==> src/rtl/ts_packet_mux.sv <==
// N-channel MPEG-2 TS selector: packet-aligned channel switching, length checking,
// whole-packet drop on overflow and a first-word-fall-through output FIFO.
module ts_packet_mux #(
    parameter int NUM_CH     = 4,
    parameter int DATA_WIDTH = 8,
    parameter int ADDR_WIDTH = 4,
    parameter int PKT_LEN    = 188,
    parameter int CNT_W      = 16,
    localparam int SEL_W     = (NUM_CH > 1) ? $clog2(NUM_CH) : 1
) (
    input  logic                         clk,
    input  logic                         rst,
    input  logic [SEL_W-1:0]             sel,
    input  logic [NUM_CH*DATA_WIDTH-1:0] data_in,
    input  logic [NUM_CH-1:0]            valid_in,
    input  logic [NUM_CH-1:0]            sync_in,
    input  logic                         out_ready,
    output logic [DATA_WIDTH-1:0]        out_data,
    output logic                         out_sync,
    output logic                         out_valid,
    output logic [SEL_W-1:0]             active_ch,
    output logic                         locked,
    output logic [ADDR_WIDTH:0]          fifo_level,
    output logic [CNT_W-1:0]             err_cnt,
    output logic [CNT_W-1:0]             ovf_cnt
);

    localparam int DEPTH  = 2**ADDR_WIDTH;
    localparam int BCNT_W = $clog2(PKT_LEN + 1);
    localparam logic [BCNT_W-1:0] PKT_LEN_C = BCNT_W'(PKT_LEN);

    typedef enum logic [1:0] {HUNT, PASS, DROP} state_t;

    state_t                  r_state;
    logic [SEL_W-1:0]        r_active_ch;
    logic [BCNT_W-1:0]       r_byte_cnt;
    logic [CNT_W-1:0]        r_err_cnt;
    logic [CNT_W-1:0]        r_ovf_cnt;
    logic [ADDR_WIDTH:0]     r_wr_ptr;
    logic [ADDR_WIDTH:0]     r_rd_ptr;
    logic [DATA_WIDTH:0]     r_mem [DEPTH];

    logic                    w_sel_v;
    logic                    w_sel_s;
    logic [DATA_WIDTH-1:0]   w_sel_d;
    logic                    w_act_v;
    logic                    w_act_s;
    logic [DATA_WIDTH-1:0]   w_act_d;
    logic                    w_full;
    logic                    w_empty;
    logic                    w_push;
    logic                    w_pop;
    logic [DATA_WIDTH-1:0]   w_push_data;
    logic                    w_push_sync;
    logic [BCNT_W-1:0]       w_cnt_next;
    logic [DATA_WIDTH:0]     w_head;

    function automatic logic [CNT_W-1:0] sat_inc(input logic [CNT_W-1:0] v);
        return (&v) ? v : v + CNT_W'(1);
    endfunction

    // An out-of-range sel matches no channel, so HUNT simply never sees an event.
    // NOTE: every combinational output gets a default first so no latch is inferred.
    always_comb begin
        w_sel_v = 1'b0;
        w_sel_s = 1'b0;
        w_sel_d = '0;
        w_act_v = 1'b0;
        w_act_s = 1'b0;
        w_act_d = '0;
        for (int c = 0; c < NUM_CH; c++) begin
            if (sel == SEL_W'(c)) begin
                w_sel_v = valid_in[c];
                w_sel_s = sync_in[c];
                w_sel_d = data_in[c*DATA_WIDTH +: DATA_WIDTH];
            end
            if (r_active_ch == SEL_W'(c)) begin
                w_act_v = valid_in[c];
                w_act_s = sync_in[c];
                w_act_d = data_in[c*DATA_WIDTH +: DATA_WIDTH];
            end
        end
    end

    assign w_empty    = (r_wr_ptr == r_rd_ptr);
    assign w_full     = (r_wr_ptr[ADDR_WIDTH] != r_rd_ptr[ADDR_WIDTH]) &&
                        (r_wr_ptr[ADDR_WIDTH-1:0] == r_rd_ptr[ADDR_WIDTH-1:0]);
    assign w_pop      = !w_empty && out_ready;
    assign w_cnt_next = w_act_s ? BCNT_W'(1) : r_byte_cnt + BCNT_W'(1);

    always_comb begin
        w_push      = 1'b0;
        w_push_data = w_act_d;
        w_push_sync = w_act_s;
        case (r_state)
            HUNT: begin
                w_push      = w_sel_v && w_sel_s && !w_full;
                w_push_data = w_sel_d;
                w_push_sync = 1'b1;
            end
            PASS:    w_push = w_act_v && !w_full;
            default: w_push = 1'b0;
        endcase
    end

    // NOTE: sequential state uses non-blocking assignments so every register samples pre-edge values.
    always_ff @(posedge clk) begin
        if (rst) begin
            r_state     <= HUNT;
            r_active_ch <= '0;
            r_byte_cnt  <= '0;
            r_err_cnt   <= '0;
            r_ovf_cnt   <= '0;
        end else begin
            case (r_state)
                HUNT: if (w_sel_v && w_sel_s) begin
                    r_active_ch <= sel;
                    r_byte_cnt  <= BCNT_W'(1);
                    if (w_full) begin
                        r_ovf_cnt <= sat_inc(r_ovf_cnt);
                        r_state   <= DROP;
                    end else begin
                        r_state   <= PASS;
                    end
                end
                PASS: if (w_act_v) begin
                    r_byte_cnt <= w_cnt_next;
                    if (w_act_s && r_byte_cnt < PKT_LEN_C)
                        r_err_cnt <= sat_inc(r_err_cnt);
                    if (w_full)
                        r_ovf_cnt <= sat_inc(r_ovf_cnt);
                    if (w_cnt_next == PKT_LEN_C)
                        r_state <= HUNT;
                    else if (w_full)
                        r_state <= DROP;
                end
                DROP: if (w_act_v) begin
                    if (w_act_s) begin
                        r_err_cnt <= sat_inc(r_err_cnt);
                        r_state   <= HUNT;
                    end else begin
                        r_byte_cnt <= w_cnt_next;
                        if (w_cnt_next == PKT_LEN_C)
                            r_state <= HUNT;
                    end
                end
                default: r_state <= HUNT;
            endcase
        end
    end

    // Full compares the registered pointers, so a push while full is lost even with a pop.
    always_ff @(posedge clk) begin
        if (rst) begin
            r_wr_ptr <= '0;
            r_rd_ptr <= '0;
        end else begin
            if (w_push)
                r_wr_ptr <= r_wr_ptr + 1'b1;
            if (w_pop)
                r_rd_ptr <= r_rd_ptr + 1'b1;
        end
    end

    // NOTE: storage is not reset; the pointers alone define which entries are valid.
    always_ff @(posedge clk) begin
        if (w_push)
            r_mem[r_wr_ptr[ADDR_WIDTH-1:0]] <= {w_push_sync, w_push_data};
    end

    assign w_head     = r_mem[r_rd_ptr[ADDR_WIDTH-1:0]];
    assign out_valid  = !w_empty;
    assign out_data   = w_empty ? '0 : w_head[DATA_WIDTH-1:0];
    assign out_sync   = !w_empty && w_head[DATA_WIDTH];
    assign fifo_level = r_wr_ptr - r_rd_ptr;
    assign active_ch  = r_active_ch;
    assign locked     = (r_state == PASS);
    assign err_cnt    = r_err_cnt;
    assign ovf_cnt    = r_ovf_cnt;

endmodule

==> config.mk <==
export PLATFORM = sky130hd
export DESIGN_NAME = ts_packet_mux
export DESIGN_NICKNAME = d
export VERILOG_FILES = /design/src/rtl/ts_packet_mux.sv
export SDC_FILE = /design/constraint.sdc
export NUM_CORES = 1
export LEC_CHECK = 0
export CAP_MARGIN = 10
export CORE_ASPECT_RATIO = 1.25
export CORE_UTILIZATION = 51
export CTS_CLUSTER_DIAMETER = 40
export DETAILED_ROUTE_END_ITERATION = 10
export GPL_TIMING_DRIVEN = 0
export PLACE_DENSITY = 0.77
export SLEW_MARGIN = 20
export SYNTH_ARGS = -nofsm -noshare
export SYNTH_HDL_FRONTEND = slang
export SYNTH_SLANG_ARGS = --single-unit
==> constraint.sdc <==
create_clock -name clk -period 2.39 [get_ports clk]
set_input_delay 0.3585 -clock clk [delete_from_list [all_inputs] [get_ports clk]]
set_output_delay 0.3585 -clock clk [all_outputs]
set_load 0.01 [all_outputs]
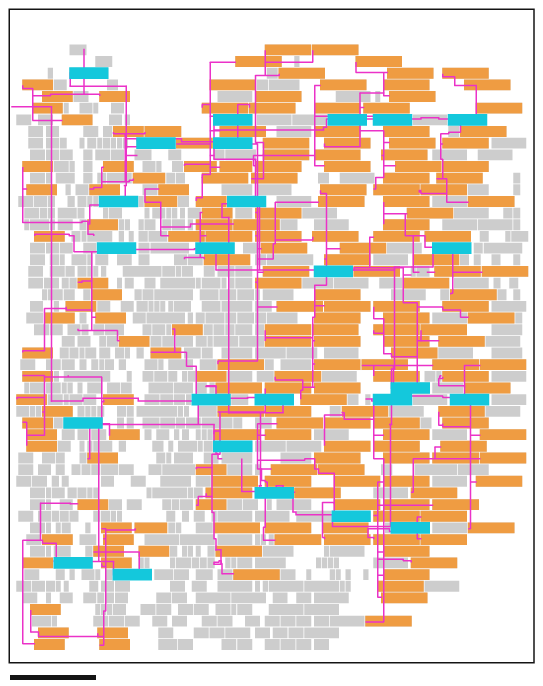
run_1/clock_map.png
The bar under the picture is 20 µm long.
Key: cyan = cells driving clock nets [count 25]; magenta = clock wires [length 2420 µm]; orange = flip-flops [count 202]
There are 26 routed clock nets. Position of the flops: spread over the die.
skew final: 0.01317 ns
clk ins delay skew pair: 0.53 ns

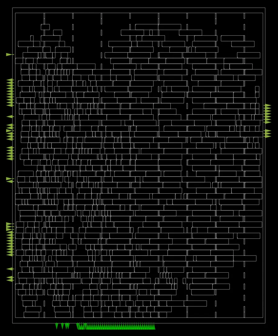
run_1/final_placement.png
Well Taps: 224
FILL cells: 1140

==> reports/results.txt, run 1 <==
hold path endpoint: r_state[0]
Switching Share: 30.98%
Bufs and invs on worst path: 3
GRT busiest layer: met2
initial antenna violation count: 1
Clock power frac: 30.8%
RR Startpoint: r_rd_ptr[2]
Detailed Routing Iterations Pass 1: 5
share of layout cells above drive strength 1: 29.11%
Area leader share: 47.04%
I/O Pins: 95
Avg Vias per Cell: 5.997
RSZ-0062 raised after global routing: true
length of routed met2 wiring: 13040 µm
Min Clock Period, post-route: 2.941 ns
failing checks: setup timing
crit-path leading delay family: multiplexers
endpoint class of the critical path: output pin
internal power: 0.008433 W
Worst Path Class, Setup: flop to output pin
max-slew violations: 0
Core ar.: 17570 µm²
Worst Setup EP: out_data[4]
fa+ha+maj area frac: 2.259%
met2 usage: 44.79%
crit path DRT: 2.03 ns
final hold violations: 0
uppermost routed layer: met5
H-tree levels: 1
Leakage: 4.131 nW
gr usage total: 25.07%
wl on met1: 8483 µm
Synth Seq Share: 59.67%
RePlAce Congestion: 0.8483
Min-Delay Path Class: flop to flop
number of logged tool warnings: 34
post-route insts no fill: 1052
Worst R2R End: ovf_cnt[11]
Total Power: 0.01222 W
Overflow after GRT: 0
crit path max fanout: 6
final setup margin: -0.5506 ns
antenna-violating nets left: 0
Net Sw Power: 0.003785 W
WL met3: 1345 µm
Syn Inst Count: 645
Via Count: 6309
critical hold path startpoint: r_state[0]
dominant cell type by area after synthesis: edfxtp_1
Worst Reg2Reg Path Length in Cells: 9
and+or+nand+nor area frac: 11.81%
aoi share: 3.008%
post-CTS sizing: 131
hold buffer count at cts: 0
Cell Type Count: 52
met1 Track Usage GR: 29.09%
critical path cell sequence: buf_12, buf_12, mux4_2, mux4_2, nor2b_1, buf_2
# clock sinks: 202
Initial Util: 52.33%
max FFs per register: 144
Post-Synth XOR/XNOR Area: 4.097%
post-placement cell area: 10450 µm²
Worst-path clk slew: 0.06 ns
die area: 18570 µm²
CTS Buf Count: 25
flop-to-flop setup slack: 0.04 ns
antenna cells: 0
setup_tns: -4.504 ns
Setup-failing EPs final: 10
top cells, area: edfxtp_1 (47%), mux4_2 (15%), dfxtp_1 (13%)
Min Hold Slack: 0.5129 ns
status: finished, violations left
Top logic family: multiplexers
most common cell in the netlist: edfxtp_1
Post-Route WL: 23860 µm
Commonest Layout Cell: edfxtp_1
nets@finish: 870
Logic pwr share: 32.9%
Flops after synth: 202
Avg WL per Cell: 22.68 µm
main flop type: edfxtp_1
total of max-cap violations: 0
Worst setup SP type: flop
PwrDens: 1003 nW/µm²
EDFF count, synth: 144
Yosys Warn Count: 0
Post-Syn Nets: 706
slowest library cell on the worst path: mux4_2
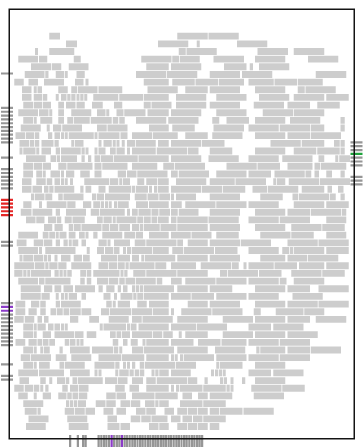
run_1/pins.png
Pins as bars across the die edge, other pins in gray.
Key: green = out_sync [pins 1, direction output, edge right]; purple = valid_in [pins 4, direction input, edge 2 bottom, 2 left]; red = fifo_level [pins 5, direction output, edge left]
number of port buffers: 94
chip width: 122.1 µm

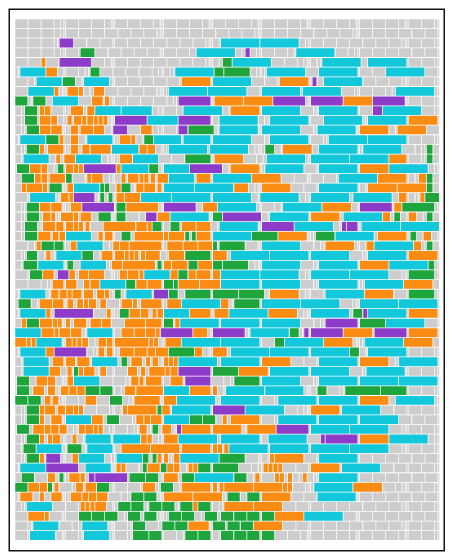
run_1/cell_classes.png
Fill, decap, tap and diode cells in gray.
Key: green = other buffers and delay cells [cells 169]; orange = all other logic [cells 411]; purple = clock drivers and dummy loads [cells 46]; cyan = flip-flops [cells 202]
Seq area share: 45.18%
Rows: 54
Finished Cell Area: 12190 µm²

[run 1: area by class of cell]
class / instances / area (µm²) / share of cell area [%]
sequential: 202 / 5507 / 45.18
multi-input combinational: 393 / 3797 / 31.16
timing repair buffer: 137 / 1454 / 11.93
clock buffer: 28 / 636.9 / 5.225
tap: 224 / 280.3 / 2.300
buffer: 32 / 237.7 / 1.951
clock inverter: 18 / 202.7 / 1.663
inverter: 18 / 72.57 / 0.5954
[run 1: power by group through the flow]
stage	Combinational, W	Sequential, W	Clock (W)
4_1_cts	0.00358	0.00443	0.00376
3_3_place_gp	0.00300	0.00446	0
3_5_place_dp	0.00311	0.00448	0
6_report	0.00401	0.00444	0.00376
2_1_floorplan	0.00198	0.00444	0
5_1_grt	0.00428	0.00445	0.00393
run_1/metal_stack.png
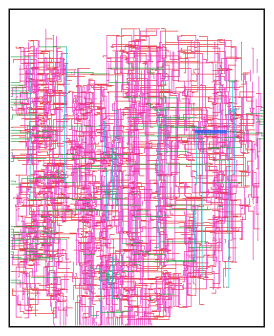

## Run 2: what changed since run 1
--- a/config.mk
+++ b/config.mk
@@ -6,12 +6,15 @@
 export NUM_CORES = 1
 export LEC_CHECK = 0
 export CAP_MARGIN = 10
+export CELL_PAD_IN_SITES_DETAIL_PLACEMENT = 2
+export CELL_PAD_IN_SITES_GLOBAL_PLACEMENT = 2
 export CORE_ASPECT_RATIO = 1.25
-export CORE_UTILIZATION = 51
+export CORE_MARGIN = 8
+export CORE_UTILIZATION = 37
 export CTS_CLUSTER_DIAMETER = 40
 export DETAILED_ROUTE_END_ITERATION = 10
 export GPL_TIMING_DRIVEN = 0
-export PLACE_DENSITY = 0.77
+export PLACE_DENSITY = 0.78
 export SLEW_MARGIN = 20
 export SYNTH_ARGS = -nofsm -noshare
 export SYNTH_HDL_FRONTEND = slang
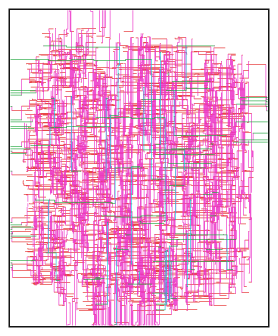
run_2/metal_stack.png
Key: magenta = met2 [wire length 19300 µm]; cyan = met4 [wire length 976 µm]; green = met3 [wire length 1190 µm]; red = met1 [wire length 11500 µm]
Via Count: 6409
Avg WL per Cell: 27.91 µm
Post-Route WL: 32990 µm
gr usage total: 21.70%

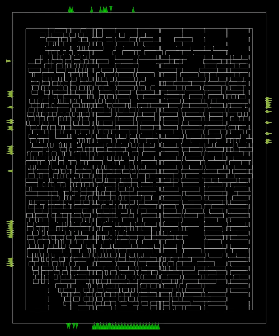
run_2/final_placement.png
Seq area share: 42.67%
Core ar.: 24420 µm²
FILL cells: 2248
Well Taps: 330
Final Util: 52.82%

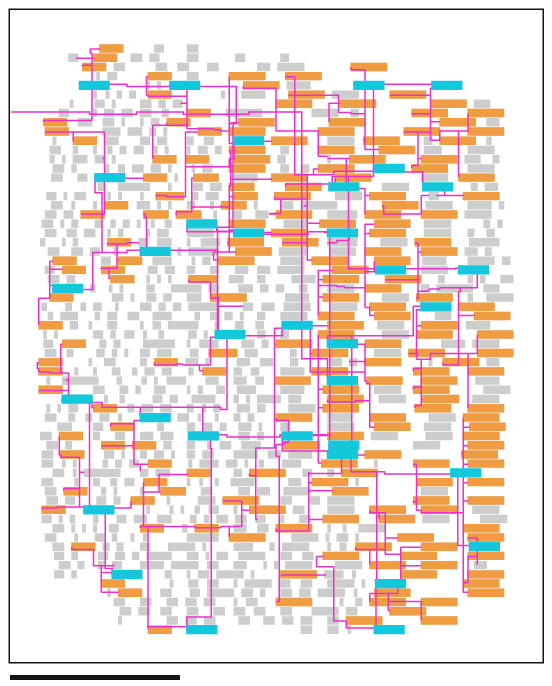
run_2/clock_map.png
The bar under the picture is 50 µm long.
Key: cyan = cells driving clock nets [count 34]; orange = flip-flops [count 202]; magenta = clock wires [length 3260 µm]
There are 35 routed clock nets. Position of the flops: spread over the die.
clk ins delay skew pair: 0.51 ns
clock-net power: 0.00516 W
skew final: 0.02326 ns

==> run 2 against run 1 <==
The run still ends with setup timing left; critical endpoint is now out_data[3]; clock skew up 0.010 ns; worst setup slack better by 0.057 ns; largest power group is now the clock network; critical path type unchanged; cell count up 12%; first-iteration DRC count down 13%; critical path depth unchanged; area after synthesis unchanged.
==> reports/results.txt, run 2 <==
status: finished, violations left
failing checks: setup timing
crit path DRT: 2.03 ns (about the same)
clock buf count: 35 (+25%)
RSZ-0062 raised after global routing: true
RR Startpoint: r_state[0]
clock network area share: 9.214% (+2.3 points)
Top logic family: multiplexers
final hold violations: 0 (unchanged)
#MultiIn Comb: 394 (+0.25%)
initial antenna violation count: 0 (-1)
crit-path leading delay family: multiplexers
and+or+nand+nor area frac: 11.81% (unchanged)
Min Clock Period, post-route: 2.883 ns (-0.05710 ns)
fa+ha+maj area frac: 2.259% (unchanged)
antenna-violating nets left: 0 (unchanged)
Comb area share: 30.55% (-0.60 points)
Logic pwr share: 31.6% (-1.3 points)
share of layout cells above drive strength 1: 33.92% (+4.8 points)
bufs w/o clock: 179 (+5.9%)
Layout non-clock buf frac: 13.78% (-0.097 points)
Clock power frac: 36.7% (+5.9 points)
RePlAce Congestion: 0.8281 (-2.4%)
total of max-cap violations: 0 (unchanged)
Finished Cell Area: 12900 µm² (+5.8%)
PwrDens: 1090 nW/µm² (+8.7%)
Syn Inst Count: 645 (unchanged)
Initial Util: 37.64% (-15 points)
Total Power: 0.01406 W (+15%)
Flops after synth: 202 (unchanged)
final setup margin: -0.4935 ns (+0.05710 ns)
hold buffer count at cts: 0 (unchanged)
chip width: 157.0 µm (+29%)
Sequential Area: 5504 µm² (about the same)
max FFs per register: 144 (unchanged)
Synth Seq Share: 59.67% (unchanged)
most common cell in the netlist: edfxtp_1
antenna cells: 0 (unchanged)
Net Sw Power: 0.004459 W (+18%)
top cells, area: edfxtp_1 (47%), mux4_2 (15%), dfxtp_1 (13%)
post-placement cell area: 10590 µm² (+1.4%)
Commonest Layout Cell: edfxtp_1
Detailed Routing Iterations Pass 1: 4 (-1)
# clock sinks: 202 (unchanged)
critical path cell sequence: buf_12, buf_12, mux4_2, mux4_2, nor2b_1, buf_2
I/O Pins: 95 (unchanged)
CP max stage delay: 0.56 ns
slowest library cell on the worst path: mux4_2
sequential share of power: 31.7%
flop-to-flop setup slack: 0.02 ns (-0.02 ns)
number of global-route vias before repair: 7319
Area leader share: 47.04% (unchanged)
hold path endpoint: ovf_cnt[1]
EDFF count, synth: 144 (unchanged)
crit path max fanout: 10 (+4)
max-slew violations: 0 (unchanged)
Avg Vias per Cell: 5.422 (-9.6%)
post-route insts no fill: 1182 (+12%)
critical hold path startpoint: ovf_cnt[1]
post-CTS sizing: 151 (+15%)
H-tree levels: 2 (+1)
aoi share: 3.008% (unchanged)
Worst setup SP type: flop
Setup-failing EPs final: 9 (-1)
CTS Buf Count: 34 (+36%)
Max-area cell class: flip-flops and latches
Worst Reg2Reg Path Length in Cells: 5 (-4)
Post-Syn Nets: 706 (unchanged)
Min-Delay Path Class: flop to flop
Worst R2R End: r_mem[4][6]
comb. cell area: 3941 µm² (+3.8%)
seq_cells: 202 (unchanged)
Switching Share: 31.72% (+0.74 points)
main flop type: edfxtp_1
Min Hold Slack: 0.5347 ns (+0.02177 ns)
Signal inverters: 18 (unchanged)
number of port buffers: 94 (unchanged)
Rows: 64 (+19%)
endpoint class of the critical path: output pin
Overflow after GRT: 0 (unchanged)
Worst-path clk slew: 0.06 ns (about the same)
Yosys Warn Count: 0 (unchanged)
setup_tns: -4.135 ns (+0.3688 ns)
Worst Path Class, Setup: flop to output pin
Cell Type Count: 52 (unchanged)
nets@finish: 890 (+2.3%)
-- run 2: cell count changes in the layout (fill, tap and decap cells not counted), sizes merged --
cell           change
clkbuf            +10
clkinv             -1
mux4               +1
dlygate4sd2        +2
inv                +4
buf                +8
bufinv             +3
clkdlybuf4s15      -1
dlymetal6s2s       -2
-- run 2: power by group through the flow --
stage	registers, W	logic [W]	clock network [W]
2_1_floorplan	0.00444	0.00198	0
3_3_place_gp	0.00447	0.00315	0
3_5_place_dp	0.00450	0.00337	0
4_1_cts	0.00444	0.00397	0.00520
5_1_grt	0.00447	0.00471	0.00538
6_report	0.00445	0.00445	0.00516
-- run 2: metal layers --
metal	vias to the layer above	GRT usage (%)	routed length, µm
li1	2831	-	-
met1	3367	22.01	11510
met2	150	43.22	19310
met3	61	3.962	1192
met4	0	7.259	976
met5	-	0	0
No activity file was given, so power comes from the tool's default toggle rates.
